### src/rtl/cpu_pkg.sv
// Shared CPU definitions for the load/store path.
//   ls_state_t : memory-access FSM states
//   WORD_BYTES : bytes per data word (byte address = word address * 4)
//   word_t     : 32-bit data word
package cpu_pkg;

   typedef enum logic [1:0] {
      IDLE      = 2'd0,
      READ_WAIT = 2'd1,
      DONE      = 2'd2
   } ls_state_t;

   localparam int WORD_BYTES = 4;

   typedef logic [31:0] word_t;

endpackage

### src/rtl/load_store_unit.sv
// Memory-access stage between execute and the GPR/FPR write stages.
// Takes one load or store at a time, drives the data BRAM port and waits out
// the BRAM read latency for loads.
//   clk, rstn                       : clock, asynchronous active-low reset
//   ls_valid/ls_ready               : request handshake (sampled when ready)
//   ls_store, ls_fp, ls_addr, ls_wdata : request attributes
//   gl_valid / fl_valid             : GPR / FPR load-accepted pulse
//   load_finish, rdata              : load completion pulse and held result
//   store_finish                    : store-issued pulse
//   misalign_err                    : rejected request (ls_addr[1:0] != 0)
//   mem_en, mem_we, mem_addr, mem_wdata, mem_rdata : BRAM port
module load_store_unit
   import cpu_pkg::*;
#(
   parameter int ADDR_W      = 17,
   parameter int MEM_LATENCY = 2
) (
   input  logic                clk,
   input  logic                rstn,
   input  logic                ls_valid,
   output logic                ls_ready,
   input  logic                ls_store,
   input  logic                ls_fp,
   input  logic [ADDR_W+1:0]   ls_addr,
   input  word_t               ls_wdata,
   output logic                gl_valid,
   output logic                fl_valid,
   output logic                load_finish,
   output word_t               rdata,
   output logic                store_finish,
   output logic                misalign_err,
   output logic                mem_en,
   output logic                mem_we,
   output logic [ADDR_W-1:0]   mem_addr,
   output word_t               mem_wdata,
   input  word_t               mem_rdata
);

   localparam logic [2:0] CNT_LOAD = 3'(MEM_LATENCY - 1);

   ls_state_t          state_q, state_d;
   logic [2:0]         cnt_q, cnt_d;
   word_t              rdata_q, rdata_d;
   logic               gl_valid_q, gl_valid_d;
   logic               fl_valid_q, fl_valid_d;
   logic               store_finish_q, store_finish_d;
   logic               misalign_err_q, misalign_err_d;
   logic               mem_en_q, mem_en_d;
   logic               mem_we_q, mem_we_d;
   logic [ADDR_W-1:0]  mem_addr_q, mem_addr_d;
   word_t              mem_wdata_q, mem_wdata_d;

   logic               aligned;
   assign aligned = (ls_addr[1:0] == 2'b00);

   // State register (and all registered outputs)
   always_ff @(posedge clk or negedge rstn) begin
      if (!rstn) begin
         state_q        <= IDLE;
         cnt_q          <= '0;
         rdata_q        <= '0;
         gl_valid_q     <= 1'b0;
         fl_valid_q     <= 1'b0;
         store_finish_q <= 1'b0;
         misalign_err_q <= 1'b0;
         mem_en_q       <= 1'b0;
         mem_we_q       <= 1'b0;
         mem_addr_q     <= '0;
         mem_wdata_q    <= '0;
      end else begin
         state_q        <= state_d;
         cnt_q          <= cnt_d;
         rdata_q        <= rdata_d;
         gl_valid_q     <= gl_valid_d;
         fl_valid_q     <= fl_valid_d;
         store_finish_q <= store_finish_d;
         misalign_err_q <= misalign_err_d;
         mem_en_q       <= mem_en_d;
         mem_we_q       <= mem_we_d;
         mem_addr_q     <= mem_addr_d;
         mem_wdata_q    <= mem_wdata_d;
      end
   end

   // Next-state logic, latency counter and load-data capture
   always_comb begin
      state_d = state_q;
      cnt_d   = cnt_q;
      rdata_d = rdata_q;
      unique case (state_q)
         IDLE: begin
            if (ls_valid && aligned && !ls_store) begin
               state_d = READ_WAIT;
               cnt_d   = CNT_LOAD;
            end
         end
         READ_WAIT: begin
            // The first READ_WAIT cycle is the one that presents mem_en to
            // the BRAM; the latency count starts in the cycle after it, so
            // the capture lands exactly on the cycle mem_rdata is valid.
            if (!mem_en_q) begin
               if (cnt_q == 3'd0) begin
                  rdata_d = mem_rdata;
                  state_d = DONE;
               end else begin
                  cnt_d = cnt_q - 3'd1;
               end
            end
         end
         DONE: begin
            state_d = IDLE;
         end
         default: begin
            state_d = IDLE;
         end
      endcase
   end

   // Output logic: registered pulses and BRAM port
   always_comb begin
      gl_valid_d     = 1'b0;
      fl_valid_d     = 1'b0;
      store_finish_d = 1'b0;
      misalign_err_d = 1'b0;
      mem_en_d       = 1'b0;
      mem_we_d       = 1'b0;
      mem_addr_d     = mem_addr_q;
      mem_wdata_d    = mem_wdata_q;
      if (state_q == IDLE && ls_valid) begin
         if (!aligned) begin
            misalign_err_d = 1'b1;
         end else begin
            mem_en_d   = 1'b1;
            mem_addr_d = ls_addr[ADDR_W+1:2];
            if (ls_store) begin
               mem_we_d       = 1'b1;
               mem_wdata_d    = ls_wdata;
               store_finish_d = 1'b1;
            end else begin
               // Arm pulse coincides with mem_en so the write stage is
               // already waiting when load_finish arrives.
               gl_valid_d = !ls_fp;
               fl_valid_d = ls_fp;
            end
         end
      end
   end

   assign ls_ready     = (state_q == IDLE);
   assign load_finish  = (state_q == DONE);
   assign rdata        = rdata_q;
   assign gl_valid     = gl_valid_q;
   assign fl_valid     = fl_valid_q;
   assign store_finish = store_finish_q;
   assign misalign_err = misalign_err_q;
   assign mem_en       = mem_en_q;
   assign mem_we       = mem_we_q;
   assign mem_addr     = mem_addr_q;
   assign mem_wdata    = mem_wdata_q;

endmodule

### config.mk
export PLATFORM = sky130hd
export DESIGN_NAME = load_store_unit
export DESIGN_NICKNAME = d
export VERILOG_FILES = /design/src/rtl/cpu_pkg.sv /design/src/rtl/load_store_unit.sv
export SDC_FILE = /design/constraint.sdc
export NUM_CORES = 1
export LEC_CHECK = 0
export CORE_ASPECT_RATIO = 1.75
export CORE_MARGIN = 3
export CORE_UTILIZATION = 40
export CTS_CLUSTER_DIAMETER = 200
export DETAILED_ROUTE_END_ITERATION = 6
export PLACE_DENSITY_LB_ADDON = 0.12
export SLEW_MARGIN = 10
export SYNTH_ARGS = -nofsm -noshare
export SYNTH_HDL_FRONTEND = slang
export SYNTH_SLANG_ARGS = --single-unit
### constraint.sdc
create_clock -name clk -period 2.3 [get_ports clk]
set_input_delay 0.46 -clock clk [delete_from_list [all_inputs] [get_ports clk]]
set_output_delay 0.46 -clock clk [all_outputs]
set_load 0.01 [all_outputs]
**Cells by drive strength**

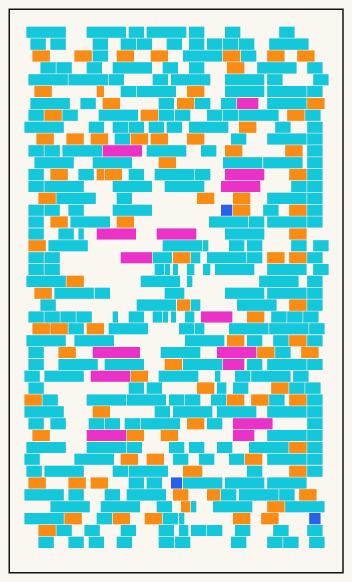
_6 and larger -> magenta  # cells 15, share 3.8%, most used clkbuf_16
_0 and _1 cells -> cyan  # cells 290, share 73%, most used clkdlybuf4s50_1
_3 and _4 cells -> blue  # cells 3, share 0.76%, most used buf_4
_2 cells -> orange  # cells 89, share 22%, most used mux2_2
Layout area overhead: 63.67%
cell area after layout: 5648 sq um
PnR worst setup slack: 0.3738 ns
Plain + repair buffers: 179

**Placement view**

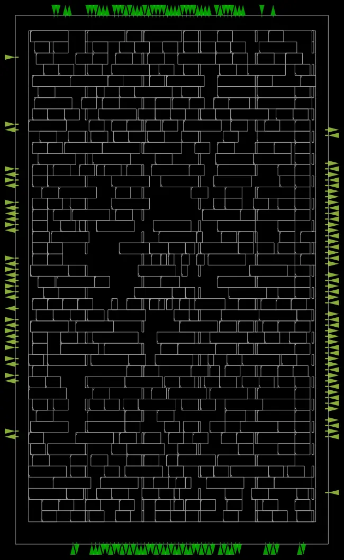
Std-Cell Rows: 44
# Taps: 115

**Placement density heat map**

The die is cut into 8 by 13 equal tiles; white is low, dark blue is high, 0 to 100% covered.
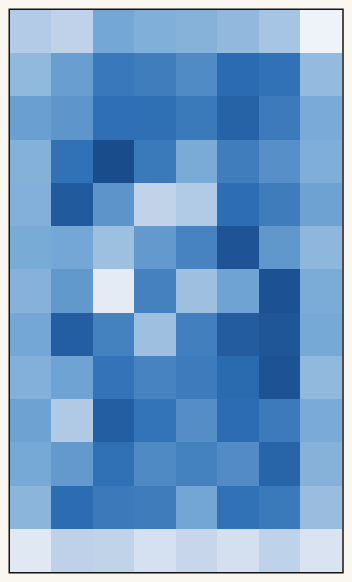
tiles over 75% full = 15%
mean over tiles = 56%
fullest tile = 89%
Layout Utilization: 67.49%
Initial Util: 41.24%
core area: 8368 sq um

**Layout detail**

Window x 47 to 67, y 87 to 107 um. Cells in gray, sequential cells in the stronger gray; small squares are vias.
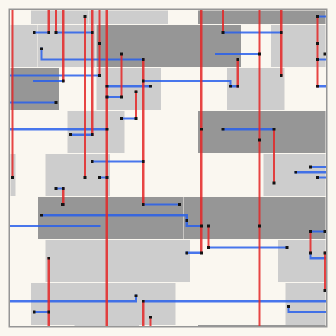
metal 1 -> blue
metal 2 -> red
sequential cells in the window = 4
cells with their middle in the window = 15
netlist names of flops here include = mem_wdata (2), rdata (2)
most frequent = mux2_2 (5), clkdlybuf4s50_1 (4), dfrtp_1 (4)

-- final cells by class --
type	instances	area, sq um	area share [%]
clock inverters	4	47.55	0.8418
inverters	5	18.77	0.3323
multi-input cells	106	1087	19.25
well taps	115	143.9	2.548
flip-flops and latches	91	2277	40.32
repair buffers	179	1807	31.99
clock buffers	12	266.5	4.719
-- per-layer routing --
layer / vias up / wire, um / track usage (%)
met3: 9 / 519 / 5.462
met1: 1183 / 2813 / 18.73
met2: 97 / 4663 / 31.36
met5: - / 0 / 0
met4: 0 / 136 / 6.937
li1: 1095 / - / -
-- cells by family after synthesis --
group           count (synthesis)  synth area share [%]
compound gates                  4                0.6888
flops                          91                 65.99
buf+inv                        15                 2.574
mux                            82                 26.76
simple gates                   18                 3.264
fa+ha+maj                       2                0.7250
==> flow_metrics.py <==
# Generated from Yosys and OpenROAD reports
metrics = {
    "pwr": {
        "p_per_area_nw_per_um2": 1286,
        "pg_clk_mw": 1.49,
        "pg_comb_mw": 3.05,
        "p_clk_share_pct": 20.6,
        "vdd_drop_max_mv": 0.7291,
        "seq_power_share_pct": 37.4,
        "pg_seq_mw": 2.72,
        "power_frac_comb_pct": 42.0,
    },
    "synthesis": {
        "yosys_most_used_dff": "dfrtp_1",
        "ys_top_cells_by_count": "dfrtp_1 (91), mux2_2 (82), buf_2 (5), inv_1 (5), nor2_1 (4)",
        "syn_inst": 212,
        "synth_stat.cells": 212,
        "ys_warn_count": 0,
        "yosysTopAreaCell": "dfrtp_1",
        "yosys_area_sq_um": 3451,
        "syn-cell-area_sq_um": 3451,
        "avgSynthCellArea_sq_um": 16.28,
        "ys_seq_share_pct": 65.99,
        "synth_cell_types": 22,
    },
    "sta": {
        "final-setup-viol-count": 0,
        "timing.final.crit_period_ns": 1.926,
        "fmax_mhz": 519.2,
        "worst_pin_slew_ns": 0.5182,
        "setup_tns_ns": 0,
        "rsz0062_at_grt": "false",
        "relSlewSlack_pct": 65.45,
        "fin_hold_ws_ns": 0.1055,
        "clock_skew_ns": 0.004032,
        "hold_viol": 0,
    },
    "final_layout": {
        "fillCellCount": 678,
        "nets": 482,
        "lay_top_cells": "clkdlybuf4s50_1 (175), dfrtp_1 (91), mux2_2 (82)",
        "layout_top_cell": "clkdlybuf4s50_1",
        "final_cells": 512,
    },
    "setup_path": {
        "crit_buf_inv": 1,
        "crit_path_end_kind": "output pin",
        "cpPeakStageDelay_ns": 0.56,
        "r2r_slack_ns": 0.52,
        "cp.depth": 2,
        "crit_chain": "nor2b_1, clkdlybuf4s50_1",
        "worstPathRequired_ns": 1.84,
        "start_kind": "register",
        "worstPathMaxFanout": 6,
        "crit_arrival_ns": 1.47,
        "crit_path_start": "state_q[1]",
        "path_class": "reg -> out",
        "critPathSlowestCell": "clkdlybuf4s50_1",
    },
    "detailed_routing": {
        "wl_per_cell_um": 15.88,
        "drc_errors": 0,
        "wl_mm": 8.132,
        "drtIter0Drc": 50,
    },
    "placement": {
        "dp.cells": 496,
        "place_congestion": 0.7095,
        "numPortBuffers": 176,
    },
    "cts": {
        "cts_num_sinks": 91,
        "htreeDepth": 3,
        "clkLatencyLatePin_ns": 0.33,
        "cts_buffer_depth": 2,
        "root_buffer": "clkbuf_16",
        "cts_tree": "built",
    },
    "global_routing": {
        "grt_overflow": 0,
        "grt_max_degree": 53,
        "grt_usage_pct": 17.32,
        "grt_pass1_wl_mm": 13.13,
    },
    "job": {
        "drv_cap": 0,
        "tool_warnings": 26,
    },
    "run_status": {
        "outcome": "finished, final reports clean",
    },
    "floorplanning": {
        "chip_area_sq_um": 9821,
        "die_x_um": 76.21,
        "io_pins": 177,
    },
    "worst_hold_path": {
        "hold_path_class": "in -> async",
    },
}
Power is estimated from default activity; no workload was simulated.
